File: src/rtl/delay_sched_pkg.sv
// Shared types and constants for the delay_sched timer scheduler.
package delay_sched_pkg;

  typedef enum logic [1:0] {
    IDLE = 2'd0,
    LOAD = 2'd1,
    WAIT = 2'd2,
    DONE = 2'd3
  } state_t;

  localparam int COUNTER91_LAT = 92;  // counter91 ld-to-dn cycles
  localparam int WD_W          = 8;

endpackage

File: src/rtl/delay_sched_rr_pick.sv
// Combinational round-robin pick: first set req bit at or after ptr, wrapping.
module rr_pick #(
  parameter int N_REQ = 4,
  parameter int PW    = $clog2(N_REQ)
) (
  input  logic [N_REQ-1:0] req,
  input  logic [PW-1:0]    ptr,
  output logic             valid,
  output logic [PW-1:0]    idx
);

  // Scan from the far end so the candidate closest to ptr is written last and wins.
  always_comb begin
    logic [PW:0] cand;
    valid = 1'b0;
    idx   = '0;
    cand  = '0;
    for (int i = N_REQ - 1; i >= 0; i--) begin
      cand = {1'b0, ptr} + (PW+1)'(i);
      if (cand >= (PW+1)'(N_REQ)) cand = cand - (PW+1)'(N_REQ);
      if (req[cand[PW-1:0]]) begin
        valid = 1'b1;
        idx   = cand[PW-1:0];
      end
    end
  end

endmodule

File: src/rtl/delay_sched.sv
// Round-robin owner of one shared counter91 timer: grant, load, wait for dn, pulse done.
// Define DELAY_SCHED_WATCHDOG_EN to abort a WAIT lasting WD_LIMIT cycles and raise sticky err.
module delay_sched
  import delay_sched_pkg::*;
#(
  parameter int N_REQ    = 4,
  parameter int WD_LIMIT = 128
) (
  input  logic             clk,
  input  logic             rst,
  input  logic [N_REQ-1:0] req,
  output logic [N_REQ-1:0] gnt,
  output logic [N_REQ-1:0] done,
  output logic             tmr_ld,
  input  logic             tmr_dn,
  output logic             busy,
  output logic             err
);

  localparam int PW = $clog2(N_REQ);

  if (N_REQ < 2 || N_REQ > 16 || WD_LIMIT < 1 || WD_LIMIT > 255) begin : g_bad_param
    $error("delay_sched: N_REQ must be 2..16 and WD_LIMIT 1..255");
  end

  state_t           state;
  logic [PW-1:0]    idx;
  logic [PW-1:0]    ptr;
  logic             pick_vld;
  logic [PW-1:0]    pick_idx;
  logic [N_REQ-1:0] pick_oh;
  logic [N_REQ-1:0] idx_oh;

  rr_pick #(.N_REQ(N_REQ), .PW(PW)) u_pick (
    .req  (req),
    .ptr  (ptr),
    .valid(pick_vld),
    .idx  (pick_idx)
  );

  assign pick_oh = N_REQ'(1) << pick_idx;
  assign idx_oh  = N_REQ'(1) << idx;

  function automatic logic [PW-1:0] after(input logic [PW-1:0] i);
    return (i == PW'(N_REQ - 1)) ? '0 : i + 1'b1;
  endfunction

`ifdef DELAY_SCHED_WATCHDOG_EN
  logic [WD_W-1:0] wd;

  always_ff @(posedge clk or posedge rst) begin
    if (rst)                wd <= '0;
    else if (state == LOAD) wd <= '0;
    else if (state == WAIT) wd <= wd + 1'b1;
  end
`else
  assign err = 1'b0;
`endif

  always_ff @(posedge clk or posedge rst) begin
    if (rst) begin
      state  <= IDLE;
      idx    <= '0;
      ptr    <= '0;
      gnt    <= '0;
      done   <= '0;
      tmr_ld <= 1'b0;
      busy   <= 1'b0;
`ifdef DELAY_SCHED_WATCHDOG_EN
      err    <= 1'b0;
`endif
    end else begin
      case (state)
        IDLE: begin
          done <= '0;
          if (pick_vld) begin
            idx    <= pick_idx;
            gnt    <= pick_oh;
            tmr_ld <= 1'b1;
            busy   <= 1'b1;
            state  <= LOAD;
          end
        end
        LOAD: begin
          tmr_ld <= 1'b0;
          state  <= WAIT;
        end
        // Stale dn from the previous job is only masked because it is never looked at outside WAIT.
        WAIT: begin
          if (tmr_dn) begin
            done  <= idx_oh;
            state <= DONE;
          end
`ifdef DELAY_SCHED_WATCHDOG_EN
          else if (wd == WD_W'(WD_LIMIT - 1)) begin
            err   <= 1'b1;
            gnt   <= '0;
            busy  <= 1'b0;
            ptr   <= after(idx);
            state <= IDLE;
          end
`endif
        end
        DONE: begin
          done  <= '0;
          gnt   <= '0;
          busy  <= 1'b0;
          ptr   <= after(idx);
          state <= IDLE;
        end
        default: state <= IDLE;
      endcase
    end
  end

endmodule
File: config.mk
export PLATFORM = sky130hd
export DESIGN_NAME = delay_sched
export DESIGN_NICKNAME = d
export VERILOG_FILES = /design/src/rtl/delay_sched_pkg.sv /design/src/rtl/delay_sched_rr_pick.sv /design/src/rtl/delay_sched.sv
export SDC_FILE = /design/constraint.sdc
export NUM_CORES = 1
export LEC_CHECK = 0
export CAP_MARGIN = 20
export CORE_ASPECT_RATIO = 0.7
export CORE_UTILIZATION = 36
export CTS_CLUSTER_SIZE = 24
export DETAILED_ROUTE_END_ITERATION = 16
export HOLD_SLACK_MARGIN = 0.1
export PLACE_DENSITY = 0.56
export SYNTH_ARGS = -nofsm -noshare
export SYNTH_HDL_FRONTEND = slang
export SYNTH_HIERARCHICAL = 1
export SYNTH_SLANG_ARGS = --single-unit
File: constraint.sdc
create_clock -name clk -period 2.2 [get_ports clk]
set_clock_uncertainty 0.2 [all_clocks]
set_input_delay 0.33 -clock clk [delete_from_list [all_inputs] [get_ports clk]]
set_output_delay 0.33 -clock clk [all_outputs]
set_load 0.02 [all_outputs]
Fig. 1: run 1, ports around the boundary
Scale: 6 px per um. Pins as bars across the die edge, other pins in gray.
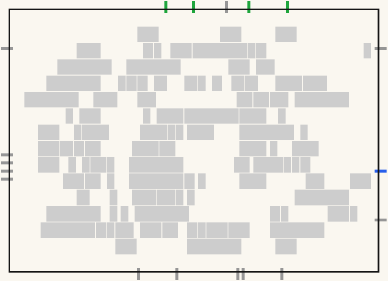
Blue marks tmr_ld, pins 1, direction output, edge east. Green marks done, pins 4, direction output, edge north.
All pins by edge: 5 south, 5 west, 5 north, 3 east.
Die W: 61.29 um
IO Port Bufs: 16
Die Y: 43.50 um

Fig. 2: run 1, the metal 3 layer
Scale: 8 px per um.
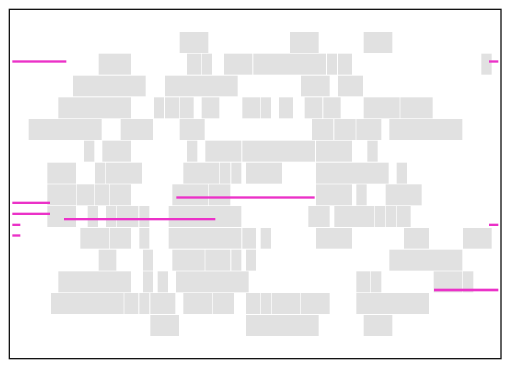
The longest straight run is 18.6 um. 9 nets have wire on it. The layer carries 61.7 um of wire. The wires run mostly horizontal. The layer holds 3.6% of the routed length.
final wirelength: 1708 um
vias post-DR: 654
met3 Use GR: 6.269%

==> flow_summary.json, run 1 <==
{
  "outcome": "finished, final reports clean",
  "path_cells": "inv_1, ha_1, mux2i_2, nand2_1, o41ai_1",
  "ff_latch_area_um2": 400.4,
  "dr_wl_met2_um": 704,
  "synth.logic.top_family": "simple AND/OR/NAND/NOR gates",
  "tns_ns": 0,
  "drtIter0Drc": 11,
  "grtUsageMet2_pct": 19.78,
  "place_ws_ns": 0.1385,
  "comb_cell_power_uw": 801,
  "seq_cells": 16,
  "yosysTopAreaCellShare_pct": 45.20,
  "syn_nets": 105,
  "synthesis.area_um2": 885.9,
  "inverters": 8,
  "ys_sh_aoi_pct": 13.42,
  "core_area_um2": 2242,
  "hold_path.class": "in2async",
  "hold_ws_ns": 0.2008,
  "clock_buffers": 3,
  "rsz0062_at_grt": "false",
  "areaGrowthSynthToFinish_pct": 25.14,
  "r2r-start": "state[0]$_DFFE_PP0P_",
  "period_used_pct": 83.83,
  "start_kind": "register",
  "max_freq_mhz": 542.2,
  "setup_ws_ns": 0.3556,
  "die_area_um2": 2666,
  "largest_cell_class": "combinational gates",
  "vias_per_cell": 4.671,
  "worst_pin_slew_ns": 0.6118,
  "openroad.warnings": 33,
  "r2r_setup_slack_ns": 0.36,
  "common_cells": "dfrtp_1, nand2_1, ha_1",
  "largest_area_cell": "dfrtp_1",
  "synthArstFlopShare_pct": 100.0,
  "io_pins": 18,
  "yosys_register_bits": 16,
  "comb_cells": 64,
  "r2r_end": "gnt[0]$_DFFE_PP0P_",
  "layout_min_cycle_time_ns": 1.844,
  "grt_antenna_before_repair": 0,
  "clkPwrFrac_pct": 10.7,
  "cap_violations": 0,
  "instances_no_fill": 140,
  "powerDensity_nw_per_um2": 1339,
  "highest_layer": "met4",
  "cts_tree": "done",
  "clock_area_share_pct": 2.032,
  "sh_seq_area_pct": 36.12,
  "path_delay_family": "multiplexers",
  "ys_seq_share_pct": 45.20,
  "met1_length_um": 923
}
Fig. 3: run 1, wire density map
Scale: 4 px per um. 12 x 9 tiles, from dark purple (low) to yellow (high), scaled to the fullest tile. Values are wire area over tile area, all layers added.
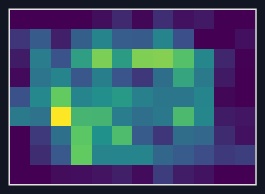
18% of the tiles are nearly empty. 15% of the tiles are over half the peak. The fullest tile reaches 0.35. The densest ninth of the die: west.
WL/cell: 12.20 um
total track usage: 14.85%

Fig. 4: run 1, cell classes on the final placement
Scale: 10 px per um.
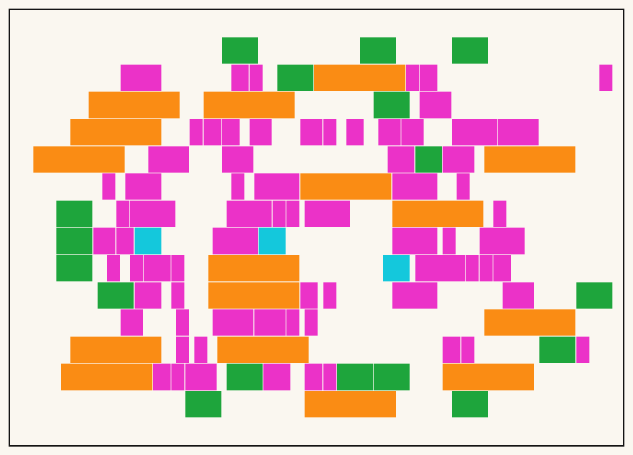

==> run 2, diff against run 1 <==
==> constraint.sdc (replaced) <==
create_clock -name clk -period 1.7 [get_ports clk]
set_clock_uncertainty 0.2 [all_clocks]
set_input_delay 0.255 -clock clk [delete_from_list [all_inputs] [get_ports clk]]
set_output_delay 0.255 -clock clk [all_outputs]
set_load 0.02 [all_outputs]
Fig. 5: run 2, cell classes on the final placement
Scale: 10 px per um.
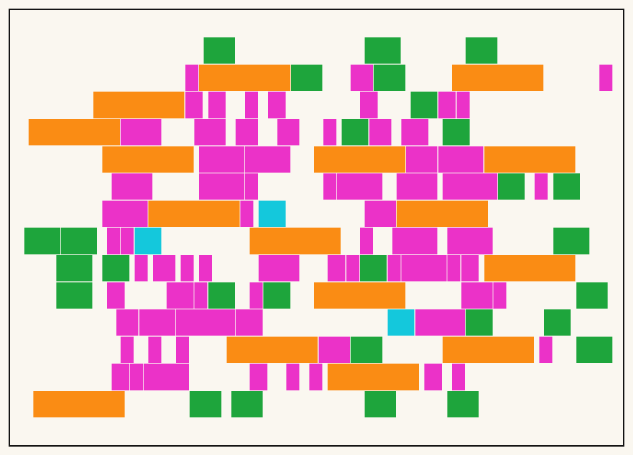
Orange marks flip-flops, cells 16. Green marks other buffers and delay cells, cells 28. Magenta marks all other logic, cells 72. Cyan marks cells driving clock nets, cells 3.
CORE AREA: 2242 um^2
final instance area: 1196 um^2
Util after Layout: 53.35%
# rows: 14

Fig. 6: run 2, wire density map
Scale: 4 px per um. 12 x 9 tiles, from dark purple (low) to yellow (high), scaled to the fullest tile. Values are wire area over tile area, all layers added.
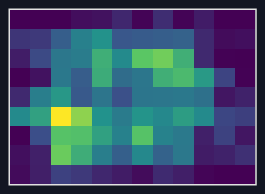
The fullest tile reaches 0.37. The emptiest ninth of the die: north-east. The mean over all tiles is 0.11.
total track usage: 16.09%
WL/cell: 11.96 um

==> flow_summary.json, run 2 <==
{
  "outcome": "finished, final reports clean",
  "clock_buffers": 3,
  "dp_hpwl_um": 1333,
  "yosys_register_bits": 16,
  "die.size.x_um": 61.29,
  "comb_cell_power_mw": 1.14,
  "ys_area_um2": 885.8,
  "synthArstFlopShare_pct": 100.0,
  "ys_seq_share_pct": 45.20,
  "rsz0062_at_grt": "false",
  "common_cells": "dfrtp_1, nand2_1, ha_1",
  "largest_cell_class": "combinational gates",
  "ys_sh_aoi_pct": 13.42,
  "r2r_end": "gnt[3]$_DFFE_PP0P_",
  "highest_layer": "met4",
  "tns_ns": 0,
  "vias_per_cell": 4.775,
  "irDropWorstVdd_mv": 0.6844,
  "cts_tree": "done",
  "combPwrFrac_pct": 56.5,
  "yosysTopAreaCellShare_pct": 45.20,
  "r2r_setup_slack_ns": 0.09,
  "areaGrowthSynthToFinish_pct": 35.03,
  "insertion_delay_ns": 0.29,
  "ff_latch_area_um2": 400.4,
  "port_buffers": 16,
  "cap_violations": 0,
  "seq_cells": 16,
  "hp-start": "gnt[2]$_DFFE_PP0P_",
  "met1_length_um": 973,
  "hold_ws_ns": 0.2863,
  "powerDensity_nw_per_um2": 1682,
  "grt_antenna_before_repair": 0,
  "sh_seq_area_pct": 33.47,
  "r2r-start": "ptr[1]$_DFFE_PP0N_",
  "openroad.warnings": 33,
  "die_area_um2": 2666,
  "placed_cells": 146,
  "start_kind": "primary input",
  "syn_nets": 105,
  "path_cells": "clkdlybuf4s50_1, nand2b_1, a211oi_1, nor2_1, buf_4, o41ai_2",
  "comb_cells": 64,
  "max_freq_mhz": 618.3,
  "grt_busiest_layer": "met2",
  "worstPathMaxFanout": 4,
  "setup_ws_ns": 0.08258,
  "inverters": 8,
  "io_pins": 18,
  "synthesis.area_um2": 885.9,
  "clock_area_share_pct": 1.883,
  "largest_area_cell": "dfrtp_1",
  "layout_top_cells": "dfrtp_1, nand2_1, buf_4",
  "layout_min_cycle_time_ns": 1.617,
  "dr_wl_met2_um": 739,
  "place_ws_ns": -0.1974,
  "insertedDiodeCount": 0,
  "synth.logic.top_family": "simple AND/OR/NAND/NOR gates",
  "gr-usage-met3_pct": 6.269,
  "grtUsageMet2_pct": 23.70,
  "hold_path.class": "reg2reg",
  "grt_pass1_wl_um": 3001,
  "instances_no_fill": 151
}
Fig. 7: run 2, the metal 3 layer
Scale: 8 px per um.
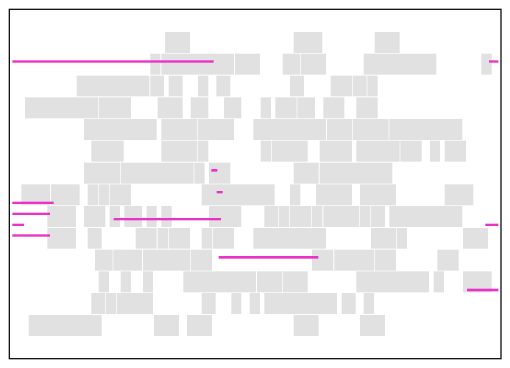
The layer carries 71.1 um of wire. 9 nets have wire on it. The wires run mostly horizontal. The layer holds 3.9% of the routed length. The longest straight run is 24.8 um.
final wirelength: 1806 um
vias post-DR: 721

